**src/rtl/mem_p_stream_reader.sv**
```systemverilog
// Read-side sequencer for the P-vector memory: walks a contiguous row range on the
// combinational read port and emits one registered full row per valid/ready beat.
module mem_p_stream_reader #(
    parameter int element_width          = 64,
    parameter int no_of_units            = 8,
    parameter int memories_address_width = 20
) (
    input  logic                                   clk,
    input  logic                                   rst,
    input  logic                                   start,
    input  logic [memories_address_width-1:0]      base_address,
    input  logic [memories_address_width-1:0]      row_count,
    output logic [memories_address_width-1:0]      read_address,
    input  logic [no_of_units*element_width-1:0]   memory_output,
    output logic [no_of_units*element_width-1:0]   out_data,
    output logic [memories_address_width-1:0]      out_index,
    output logic                                   out_valid,
    input  logic                                   out_ready,
    output logic                                   busy,
    output logic                                   finish,
    output logic [1:0]                             dbg_state
);

    localparam int DW = no_of_units * element_width;
    localparam int AW = memories_address_width;

    typedef enum logic [1:0] {
        IDLE   = 2'd0,
        STREAM = 2'd1,
        DONE   = 2'd2
    } state_t;

    state_t          state_q, state_d;
    logic [AW-1:0]   addr_q, addr_d;
    logic [AW-1:0]   remaining_q, remaining_d;
    logic [AW-1:0]   next_index_q, next_index_d;
    logic [AW-1:0]   index_q, index_d;
    logic [DW-1:0]   data_q, data_d;
    logic            valid_q, valid_d;
    logic            load;
    logic            accept_start;
    logic            out_free;

    // Handshake: a beat transfers on a cycle where out_valid && out_ready; once
    // raised, out_valid and its data/index hold until that transfer happens.
    assign out_free     = !valid_q || out_ready;
    assign load         = (state_q == STREAM) && out_free && (remaining_q != '0);
    assign accept_start = start && ((state_q == IDLE) || (state_q == DONE));

    always_comb begin
        state_d      = state_q;
        addr_d       = addr_q;
        remaining_d  = remaining_q;
        next_index_d = next_index_q;
        index_d      = index_q;
        data_d       = data_q;
        valid_d      = valid_q;

        case (state_q)
            IDLE:   if (accept_start) state_d = STREAM;
            STREAM: if (remaining_q == '0 && out_free) state_d = DONE;
            DONE:   state_d = accept_start ? STREAM : IDLE;
            default: state_d = IDLE;
        endcase

        if (accept_start) begin
            addr_d       = base_address;
            remaining_d  = row_count;
            next_index_d = '0;
        end

        // The memory row for addr_q is captured in the same cycle it is addressed.
        if (load) begin
            data_d       = memory_output;
            index_d      = next_index_q;
            valid_d      = 1'b1;
            addr_d       = addr_q + 1'b1;
            remaining_d  = remaining_q - 1'b1;
            next_index_d = next_index_q + 1'b1;
        end else if (valid_q && out_ready) begin
            valid_d = 1'b0;
        end
    end

    always_ff @(posedge clk or posedge rst) begin
        if (rst) begin
            state_q      <= IDLE;
            addr_q       <= '0;
            remaining_q  <= '0;
            next_index_q <= '0;
            index_q      <= '0;
            data_q       <= '0;
            valid_q      <= 1'b0;
        end else begin
            state_q      <= state_d;
            addr_q       <= addr_d;
            remaining_q  <= remaining_d;
            next_index_q <= next_index_d;
            index_q      <= index_d;
            data_q       <= data_d;
            valid_q      <= valid_d;
        end
    end

    assign read_address = addr_q;
    assign out_data     = data_q;
    assign out_index    = index_q;
    assign out_valid    = valid_q;
    assign busy         = (state_q == STREAM);
    assign finish       = (state_q == DONE);
    assign dbg_state    = state_q;

endmodule

```
**config.mk**
```make
export PLATFORM = sky130hd
export DESIGN_NAME = mem_p_stream_reader
export DESIGN_NICKNAME = d
export VERILOG_FILES = /design/src/rtl/mem_p_stream_reader.sv
export SDC_FILE = /design/constraint.sdc
export NUM_CORES = 2
export LEC_CHECK = 0
export ABC_CLOCK_PERIOD_IN_PS = 45000
export CAP_MARGIN = 20
export CORE_AREA = 10 10 429 431
export DETAILED_ROUTE_END_ITERATION = 12
export DIE_AREA = 0 0 439 441
export DONT_BUFFER_PORTS = 1
export GPL_TIMING_DRIVEN = 0
export HOLD_SLACK_MARGIN = 0.02
export PLACE_DENSITY_LB_ADDON = 0.3
export SYNTH_ARGS = -nofsm -noshare
export SYNTH_HDL_FRONTEND = slang
export SYNTH_SLANG_ARGS = --single-unit
```
**constraint.sdc**
```tcl
create_clock -name clk -period 45 [get_ports clk]
set_input_delay 9 -clock clk [delete_from_list [all_inputs] [get_ports clk]]
set_output_delay 9 -clock clk [all_outputs]
set_load 0.01 [all_outputs]
```
==> results_dict.tcl <==
# yosys + openroad results
set metrics [dict create \
    outcome "finished clean" \
    cts_root_buf "clkbuf_16" \
    drt_first_pass_iters 6 \
    post_cts_buffers 0 \
    worst_pin_slew_ns 1.02 \
    io_pins 1113 \
    syn_avg_cell_area_um2 9.01 \
    layoutNonFillerInstCount 5156 \
    endpoint_kind "flip-flop" \
    cts_hold_buf 0 \
    clock_path_buffers 3 \
    ff_type "dfrtp_1" \
    whs_path_depth 1 \
    yosysChipArea_mm2 0.0239 \
    core_mm2 0.175 \
    grt_pass1_wl_mm 187 \
    clk_latency_ns 0.69 \
    h-tree-depth 3 \
    cp_max_fo 10 \
    place.gp.congestion 0.936 \
    critPathMaxStageDelay_ns 0.83 \
    ys.flops 595 \
    finalPower_uw 1660 \
    finClkSkew_ns 0.0245 \
    layout_min_cycle_time_ns 11.13 \
    cp.arrival_ns 11.74 \
    synthDistinctLibCells 56 \
    cp_slowest_cell "clkbuf_1" \
    maxCapViolations 0 \
    drt_iter0_markers 1366 \
    top_cell_area_share_pct 62.3 \
    nNetsFinal 3302 \
    top_cells_by_area "dfrtp_1, nand2_1, buf_6" \
    drtAntennaViolNets 0 \
    die-area_mm2 0.194 \
    cts_tree "yes" \
    cp.required_ns 45.61 \
    rows 154 \
    fillers 19800 \
    routed_via_density 3.75 \
    power_density_mw_per_mm2 56.1 \
    drc 0 \
    r2r_end "out_data[48]$_DFFE_PP0P_" \
    fp_util_pct 13.6 \
    relSlewSlack_pct 31.9 \
    setup_violations 0 \
    critPathLaunchType "input port" \
    edf_count 0 \
    syn_to_final_growth_pct 24.2 \
    hold_path_startpoint "next_index_q[19]$_DFFE_PP0P_" \
    grt_usage_pct 14.1 \
    hpwlAfterDp_mm 121 \
    crit_buf_inv 3 \
    cp_cell_sequence "nor2b_1 -> nand2b_1 -> a21oi_1 -> buf_2 -> clkbuf_1 -> clkbuf_1 -> nand2_1 -> nand2_1" \
    grt_max_degree 112 \
    hold_viol_final 0 \
    logic_area_mm2 0.00792 \
    top_cell "nand2_1" \
    netlist_instances 2653 \
    detail_route.wl_per_cell_um 28.2 \
    yosysTopAreaCell "dfrtp_1" \
    final_layout_size_suffix_gt1_share_pct 8.02 \
    cts_buffers 79 \
    die_x_um 439 \
    synth_nets 3213 \
    p_leak_uw 0.0144 \
    yosys-stat-cells 2653 \
    tns_ns 0 \
    vdd_drop_max_mv 0.0258 \
    antenna_found_initial 47 \
    syn_area_mm2 0.0239 \
    hold_path.class "reg2reg" \
    clock.fmax_ghz 0.0899 \
    fin_hold_ws_ns 0.486 \
    dp.cells 5001 \
    clkSinkCount 595 \
    rr_worst_depth 9 \
    drv_slew 0 \
    worstReg2RegStart "dbg_state[0]$_DFFE_PP0P_" \
    r2r_slack_ns 40.84 \
    rsz0062_at_grt "false" \
    hold_end "next_index_q[19]$_DFFE_PP0P_" \
    grt_overflow_total 0 \
    io_buffers 0 \
    critPathKind "in2reg" \
    path_clk_slew_ns 0.06 \
    die_h_um 441 \
    cts_resized 0 \
]
registers in the layout, summed over array words and instances, names as in the netlist:
signal	count
remaining_q	20
out_index	20
out_data	512
read_address	20
dbg_state	2
next_index_q	20
out_valid	1
worst max-delay path by stage:
stage	start	endpoint	slack, ns	depth (start not counted)
2_1_floorplan	rst	dbg_state[0]$_DFFE_PP0P_	19.35	1
3_3_place_gp	rst	out_data[126]$_DFFE_PP0P_	10.31	1
3_5_place_dp	out_ready	out_data[41]$_DFFE_PP0P_	32.95	8
4_1_cts	dbg_state[0]$_DFFE_PP0P_	busy	33.60	2
5_1_grt	out_ready	out_data[126]$_DFFE_PP0P_	33.58	9
6_report	out_ready	out_data[48]$_DFFE_PP0P_	33.87	8
stage by stage:
stage / setup slack [ns] / utilization (%) / area, um^2
4_1_cts: 33.60 / 16.9 / 29600
5_1_grt: 33.58 / 16.9 / 29700
3_3_place_gp: 10.31 / 15.3 / 26800
3_5_place_dp: 32.95 / 15.4 / 27000
2_1_floorplan: 19.35 / - / 23900
6_report: 33.87 / 16.9 / 29700
layout make-up:
| type | instances | area share [%] |
|---|---|---|
| Sequential cell | 595 | 50.2 |
| Multi-Input combinational cell | 1902 | 26.7 |
| Tap cell | 2340 | 9.87 |
| Clock buffer | 113 | 7.57 |
| Buffer | 147 | 3.56 |
| Clock inverter | 33 | 1.25 |
| Timing Repair Buffer | 8 | 0.658 |
| Inverter | 9 | 0.139 |
| Antenna cell | 9 | 0.0759 |
logic make-up (layout without fill, tap and decap cells):
family	count (synthesis)	in the layout	share of synthesized area [%]
and+or+nand+nor	1775	1775	29.0
AOI/OAI and AO/OA	114	114	3.58
other	0	9	0
adders and majority gates	4	4	0.209
buffers and inverters	156	310	4.55
xor gates and xnor gates	1	1	0.0367
muxes	8	8	0.340
DFF	595	595	62.3
power by group:
group	switching, uW	internal [uW]	total, uW
sequential	174	629	803
combinational	141	74.3	215
clock	272	374	646
metal layers:
layer / wire (um) / share of wire (%) / track usage, % / vias to the layer above
met1: 54000 / 37 / 16.1 / 9748
met5: 13 / 0.0090 / 0 / -
met4: 3040 / 2.1 / 3.32 / 2
met3: 15400 / 11 / 5.97 / 188
met2: 72800 / 50 / 24.4 / 920
li1: - / - / - / 8501
layout by cell type, fill, tap and decap left out, types with 12 or more instances in the layout:
cell type and n:
clkbuf_16 80, nand2_1 1627, nor2_1 49, buf_6 55
clkinv_2 12, a21oi_1 16, a211oi_1 15, clkbuf_8 12
clkbuf_1 94, nor3_1 15, a311oi_1 17, dfrtp_1 595
a31oi_1 13, nand3_1 24
==> images/flops_by_reg.png <==
Scale bar: 100 um.
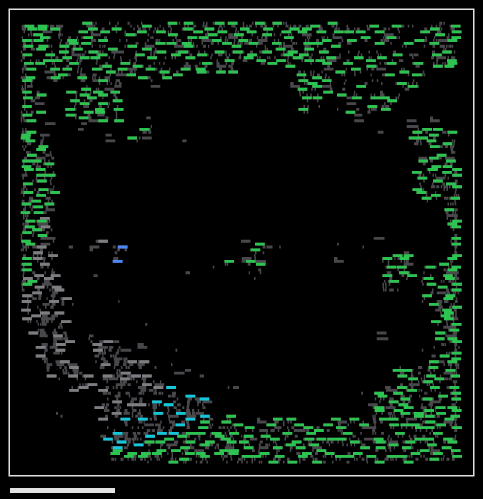
[cyan] `read_address` | flops: 20
[blue] `dbg_state` | flops: 2
[green] `out_data` | flops: 512 | where: widely spread
final core occ: 16.9%
register area: 0.0149 mm^2
sequential cell area share: 50.2%

==> images/layer_met3.png <==
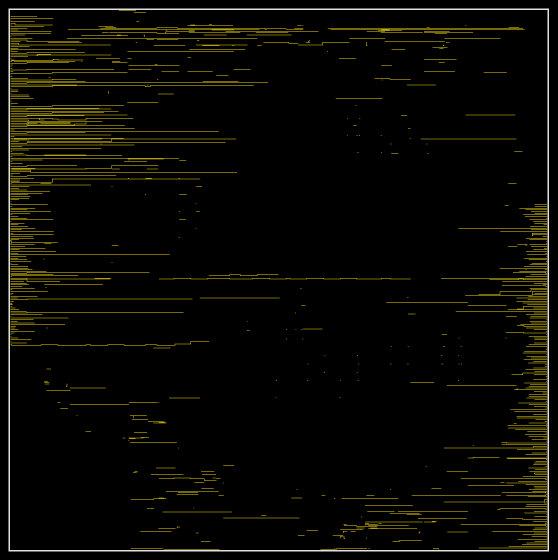
nets with wire on the layer: 587
longest straight run: 197 um
wire length on this layer: 15400 um
DR vias: 19400
Total Wirelength: 145 mm
Global Route met3 Usage: 5.97%

No activity file was given, so power comes from the tool's default toggle rates.
